===== src/rtl/inst_fetch.sv =====
// Instruction fetch: drives the PC into a 1-cycle-latency instruction memory
// and hands fetched words to decode through a skid buffer and output register.
module inst_fetch #(
  parameter int          WORD_WIDTH = 32,
  parameter int          MEM_DEPTH  = 1024,
  parameter int unsigned RESET_PC   = 0
) (
  input  logic                  clk,
  input  logic                  rst,
  output logic [WORD_WIDTH-1:0] inst_addr,
  input  logic [WORD_WIDTH-1:0] inst,
  input  logic                  redirect_valid,
  input  logic [WORD_WIDTH-1:0] redirect_pc,
  output logic                  out_valid,
  input  logic                  out_ready,
  output logic [WORD_WIDTH-1:0] out_inst,
  output logic [WORD_WIDTH-1:0] out_pc
);

  localparam logic [WORD_WIDTH-1:0] MASK  = WORD_WIDTH'(MEM_DEPTH - 1);
  localparam logic [WORD_WIDTH-1:0] ALIGN = MASK & ~WORD_WIDTH'(3);
  localparam logic [WORD_WIDTH-1:0] PC0   = WORD_WIDTH'(RESET_PC);

  typedef enum logic {EMPTY, FULL} skid_e;

  skid_e                 skid_st, skid_nx;
  logic                  skid_v;
  logic [WORD_WIDTH-1:0] skid_inst, skid_inst_nx;
  logic [WORD_WIDTH-1:0] skid_pc, skid_pc_nx;

  logic [WORD_WIDTH-1:0] pc, pc_nx;
  logic                  rsp_v, rsp_v_nx;
  logic [WORD_WIDTH-1:0] rsp_pc, rsp_pc_nx;

  logic                  out_valid_nx;
  logic [WORD_WIDTH-1:0] out_inst_nx, out_pc_nx;

  logic can_take, issue;

  assign skid_v    = (skid_st == FULL);
  assign inst_addr = pc;
  assign can_take  = ~out_valid | out_ready;
  assign issue     = ~skid_v & can_take & ~redirect_valid;

  always_comb begin
    pc_nx        = pc;
    rsp_v_nx     = 1'b0;
    rsp_pc_nx    = rsp_pc;
    skid_nx      = skid_st;
    skid_inst_nx = skid_inst;
    skid_pc_nx   = skid_pc;
    out_valid_nx = out_valid;
    out_inst_nx  = out_inst;
    out_pc_nx    = out_pc;
    if (redirect_valid) begin
      // Flush everything in flight; the target is fetched next edge.
      pc_nx        = redirect_pc & ALIGN;
      skid_nx      = EMPTY;
      out_valid_nx = 1'b0;
    end else begin
      if (issue) begin
        pc_nx     = (pc + WORD_WIDTH'(4)) & MASK;
        rsp_v_nx  = 1'b1;
        rsp_pc_nx = pc;
      end
      unique case (1'b1)
        rsp_v & ~can_take: begin
          skid_inst_nx = inst;
          skid_pc_nx   = rsp_pc;
          skid_nx      = FULL;
        end
        rsp_v & can_take & skid_v: begin
          out_inst_nx  = skid_inst;
          out_pc_nx    = skid_pc;
          out_valid_nx = 1'b1;
          skid_inst_nx = inst;
          skid_pc_nx   = rsp_pc;
        end
        rsp_v & can_take & ~skid_v: begin
          out_inst_nx  = inst;
          out_pc_nx    = rsp_pc;
          out_valid_nx = 1'b1;
        end
        ~rsp_v & can_take & skid_v: begin
          out_inst_nx  = skid_inst;
          out_pc_nx    = skid_pc;
          out_valid_nx = 1'b1;
          skid_nx      = EMPTY;
        end
        ~rsp_v & can_take & ~skid_v: begin
          out_valid_nx = 1'b0;
        end
        default: begin
        end
      endcase
    end
  end

  always_ff @(posedge clk or posedge rst) begin
    if (rst) begin
      pc        <= PC0;
      rsp_v     <= 1'b0;
      rsp_pc    <= '0;
      skid_st   <= EMPTY;
      skid_inst <= '0;
      skid_pc   <= '0;
      out_valid <= 1'b0;
      out_inst  <= '0;
      out_pc    <= '0;
    end else begin
      pc        <= pc_nx;
      rsp_v     <= rsp_v_nx;
      rsp_pc    <= rsp_pc_nx;
      skid_st   <= skid_nx;
      skid_inst <= skid_inst_nx;
      skid_pc   <= skid_pc_nx;
      out_valid <= out_valid_nx;
      out_inst  <= out_inst_nx;
      out_pc    <= out_pc_nx;
    end
  end

endmodule


===== config.mk =====
export PLATFORM = sky130hd
export DESIGN_NAME = inst_fetch
export DESIGN_NICKNAME = d
export VERILOG_FILES = /design/src/rtl/inst_fetch.sv
export SDC_FILE = /design/constraint.sdc
export NUM_CORES = 1
export LEC_CHECK = 0
export ABC_AREA = 1
export CAP_MARGIN = 20
export CORE_ASPECT_RATIO = 1.5
export CORE_UTILIZATION = 41
export DETAILED_ROUTE_END_ITERATION = 10
export MAX_ROUTING_LAYER = met4
export PLACE_DENSITY = 0.77
export SLEW_MARGIN = 20
export SYNTH_ARGS = -nofsm -noshare
export SYNTH_HDL_FRONTEND = slang
export SYNTH_SLANG_ARGS = --single-unit

===== constraint.sdc =====
create_clock -name clk -period 3.2 [get_ports clk]
set_input_delay 0.64 -clock clk [delete_from_list [all_inputs] [get_ports clk]]
set_output_delay 0.64 -clock clk [all_outputs]
set_load 0.005 [all_outputs]

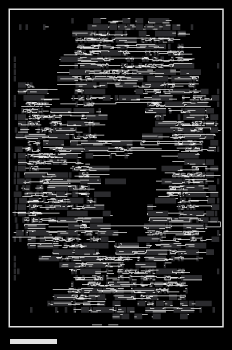
run_1/met1.png
Scale bar: 20 um.
main direction: horizontal
nets with wire on the layer: 597
longest straight run: 44.6 um

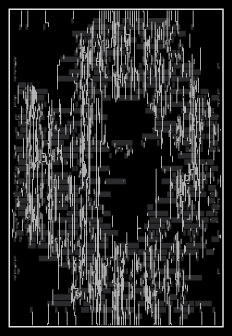
run_1/met2.png
wire length on this layer: 4980 um
longest straight run: 46.2 um
nets with wire on the layer: 584
share of all routed wire: 51%
main direction: vertical
GRT met2 Usage: 29.6%
routed via count: 3805
drt total wl: 9.70 mm

==> deck_impl_summary.md, run 1 <==
Synthesis and Place & Route Summary

Final layout
  – Logic Gate Count: approximately 410
  – Most frequent cells in the layout: nand2_1 (236), dfrtp_1 (99), clkdlybuf4s50_1 (92)
  – Comb area share: 29.4%
  – Most frequent logic cell in the layout: nand2_1
  – Finished Core Util: 53.0%

Floorplanning
  – # rows: 47
  – Chip area: roughly 12000 sq um

Critical path
  – Crit path DAT: 1.39 ns
  – Slowest cell delay on critical path: 0.57 ns
  – Crit Reg-Reg Endpoint: out_inst[20]

Yosys
  – Post-synth ARST share: 100%
  – Top cells by count: nand2_1 (236), dfrtp_1 (99), o21ai_0 (67)
  – Yosys simple share: 22.1%
  – Area leader share: 52.2%

Place
  – Post-DP HPWL: 6.35 mm
  – RePlAce Congestion: 0.771

Routing
  – WL met2: 4.98 mm
  – DR WL met3: 434 um

Clocking
  – Clock Tree Buf Depth: 2

STA
  – Max Clock Skew: 0.00728 ns
  – Fin worst setup slack: 1.17 ns

Power and ir drop
  – Pwr Total: ~3600 uW
  – Comb pwr: 781 uW

Status
  – Status: completed
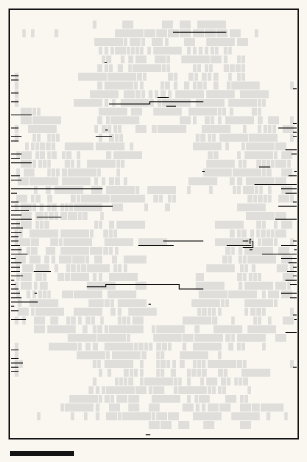
run_1/met3.png
Scale bar: 20 um.
longest straight run: 31.5 um
wire length on this layer: 435 um
main direction: horizontal
share of all routed wire: 4.5%
nets with wire on the layer: 92
grt met3 use: 3.54%

--- run 2 (diff from run 1) ---
Clock period 3.2 ns to 1.7 ns, I/O delays scaled along.
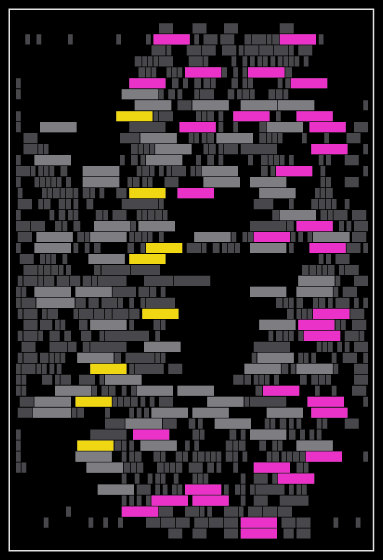
run_2/registers.png
| name in the netlist | color | sequential cells |
|---|---|---|
| skid_pc | yellow | 8 |
| out_inst | magenta | 32 |

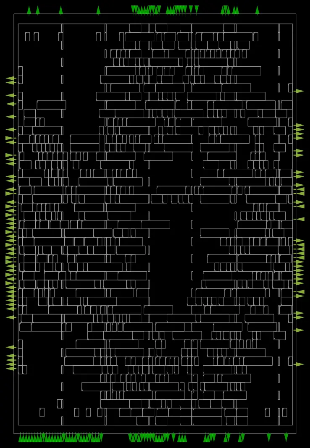
run_2/final_placement.png
Seq area share: 40.7%
fill count: 1023
# rows: 47

==> run 2 against run 1 <==
Register-to-register slack got worse by 1.2 ns. First-iteration DRC count decreased by 29%. Clock power increased by 85%. Wire length rose by 4.5%. Clock skew is 0.0022 ns lower. Critical path type unchanged. Non-clock buffer count up 12. Sequential share of layout area shrank 1.1 points. Final cell count grew 1.6%. Setup slack got worse by 1.1 ns. Synthesized area is the same.
==> deck_impl_summary.md, run 2 <==
Synthesis and Place & Route Summary

Status
  – Status: completed

Final layout
  – Finished Core Util: 54.5%
  – Comb area share: between 20% and 30%
  – Logic Gate Count: 409
  – Most frequent logic cell in the layout: nand2_1
  – Most frequent cells in the layout: nand2_1 (236), dfrtp_1 (97), clkdlybuf4s50_1 (92)
  – Final cell count without fillers: 834
  – Register Area: 2480 sq um
  – Clock buffers: 13
  – Nets: 751

Yosys
  – Flip-flops with a built-in enable: 0
  – Top cells by count: nand2_1 (236), dfrtp_1 (99), o21ai_0 (67)
  – Area leader share: 52.2%
  – Yosys simple share: 22.1%

Place
  – Post-DP HPWL: 7.03 mm
  – Placed inst area: 5780 sq um
  – RePlAce Congestion: 0.787

Routing
  – DR WL met3: roughly 500 um
  – WL met2: ~5.2 mm
  – Routed via count: 3858
  – Drt total wl: 10.1 mm

GRT
  – Grt met3 use: 2.51%

STA
  – Max Clock Skew: around 0.005 ns
  – Fin worst setup slack: 0.0396 ns

Critical path
  – Slowest cell delay on critical path: around 0.54 ns
  – Crit. Startpoint: inst_addr[6]
  – Crit path DAT: 1.32 ns
  – CP max stage cell: clkdlybuf4s50_1
  – Crit Reg-Reg Endpoint: out_inst[27]

Floorplanning
  – Chip area: ~12000 sq um

Clocking
  – Post-CTS setup buffers: 0
  – Clock Tree Buf Depth: 2

Power and ir drop
  – Clock-net power: roughly 2100 uW
  – Sw frac: 27.3%
  – Largest power group: sequential cells
  – Pwr Total: 6910 uW
  – Comb pwr: about 1500 uW
--- run 3 (diff from run 2) ---
Settings changed: CORE_ASPECT_RATIO 1.5 to default.
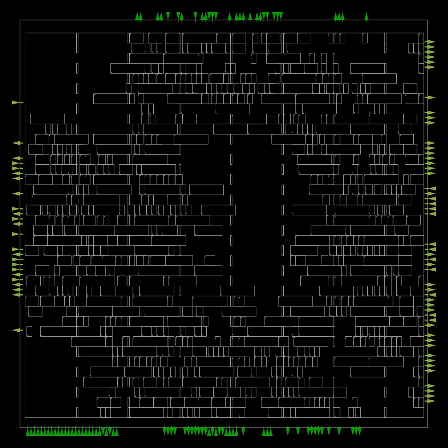
run_3/final_placement.png
Seq area share: 41.0%
Tap Count: 140
# rows: 38
FFs & Latches: 99

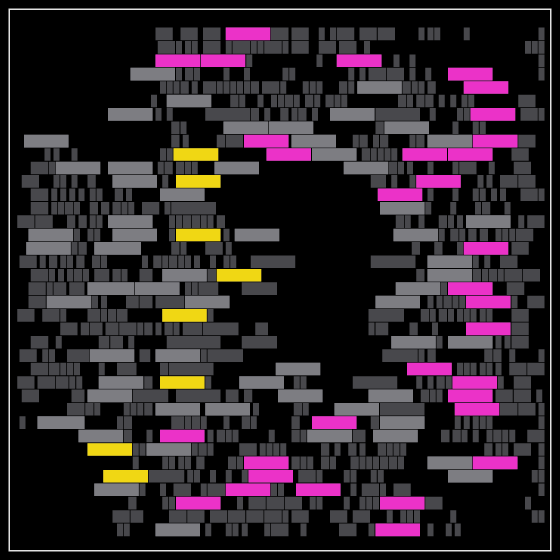
run_3/registers.png
| name in the netlist | color | sequential cells |
|---|---|---|
| out_inst | magenta | 32 |
| skid_pc | yellow | 8 |
not colored: 59
Finished Core Util: 54.6%
Flop+latch power: 3260 uW
Register Area: 2480 sq um

==> run 3 against run 2 <==
Utilization increased by 0.11 points. Global-route usage down 0.24 points. Clock skew rose by 0.0041 ns. Final cell count fell by 0.84%. First-iteration DRC count up 92%. Via count fell by 1.9%. Combinational power barely moved. Hold slack improved by 0.013 ns. Wire length shrank 4.4%. Largest cell class unchanged.
==> deck_impl_summary.md, run 3 <==
Synthesis and Place & Route Summary

GRT
  – GRT met2 Usage: 29.4%
  – Busiest grt layer: met2
  – Grt met3 use: under 10%

Floorplanning
  – Die Y: 110 um
  – Chip area: between 10000 and 15000 sq um

Yosys
  – Count leader, synth: nand2_1
  – Yosys simple share: 22.1%
  – Top cells by count: nand2_1 (236), dfrtp_1 (99), o21ai_0 (67)
  – Area leader share: 52.2%
  – Flip-flops with a built-in enable: 0
  – Post-synth ARST share: 100%
  – Cell area leaders: dfrtp_1 (52%), nand2_1 (19%), buf_4 (7.8%), o21ai_0 (7.1%), inv_1 (3.8%)

Critical path
  – Critical path depth: 1
  – R2r startpoint: rsp_v
  – Crit Reg-Reg Endpoint: out_inst[21]
  – Crit path DAT: 1.31 ns
  – Slowest cell delay on critical path: around 0.53 ns
  – CP max stage cell: clkdlybuf4s50_1
  – Setup crit end kind: output pin

Power and ir drop
  – Comb pwr: 1510 uW
  – P_leak: 0.00302 uW
  – Clock-net power: 1990 uW
  – Largest power group: sequential cells
  – Sw frac: 27.6%

Final layout
  – Nets: 751
  – Comb area share: 28.8%
  – Clock buffers: 10
  – Logic Gate Count: just over 400
  – Fin area: ~6100 sq um
  – Fill count: 993
  – Antenna diodes: 0
  – Most frequent logic cell in the layout: nand2_1
  – Final cell count without fillers: 827

Place
  – Placed inst area: 5750 sq um
  – Post-DP HPWL: 6.96 mm

Status
  – Status: completed

STA
  – Max Clock Skew: 0.00922 ns
  – Fin worst setup slack: 0.0510 ns

Routing
  – Highest routed layer: met4
  – DR WL met3: 429 um
  – Routed via count: 3783
  – Drt total wl: 9.68 mm
  – WL met2: 4.89 mm

Clocking
  – Clock Tree Buf Depth: 2
  – Post-CTS setup buffers: 0
Power and IR drop assume default switching activity.
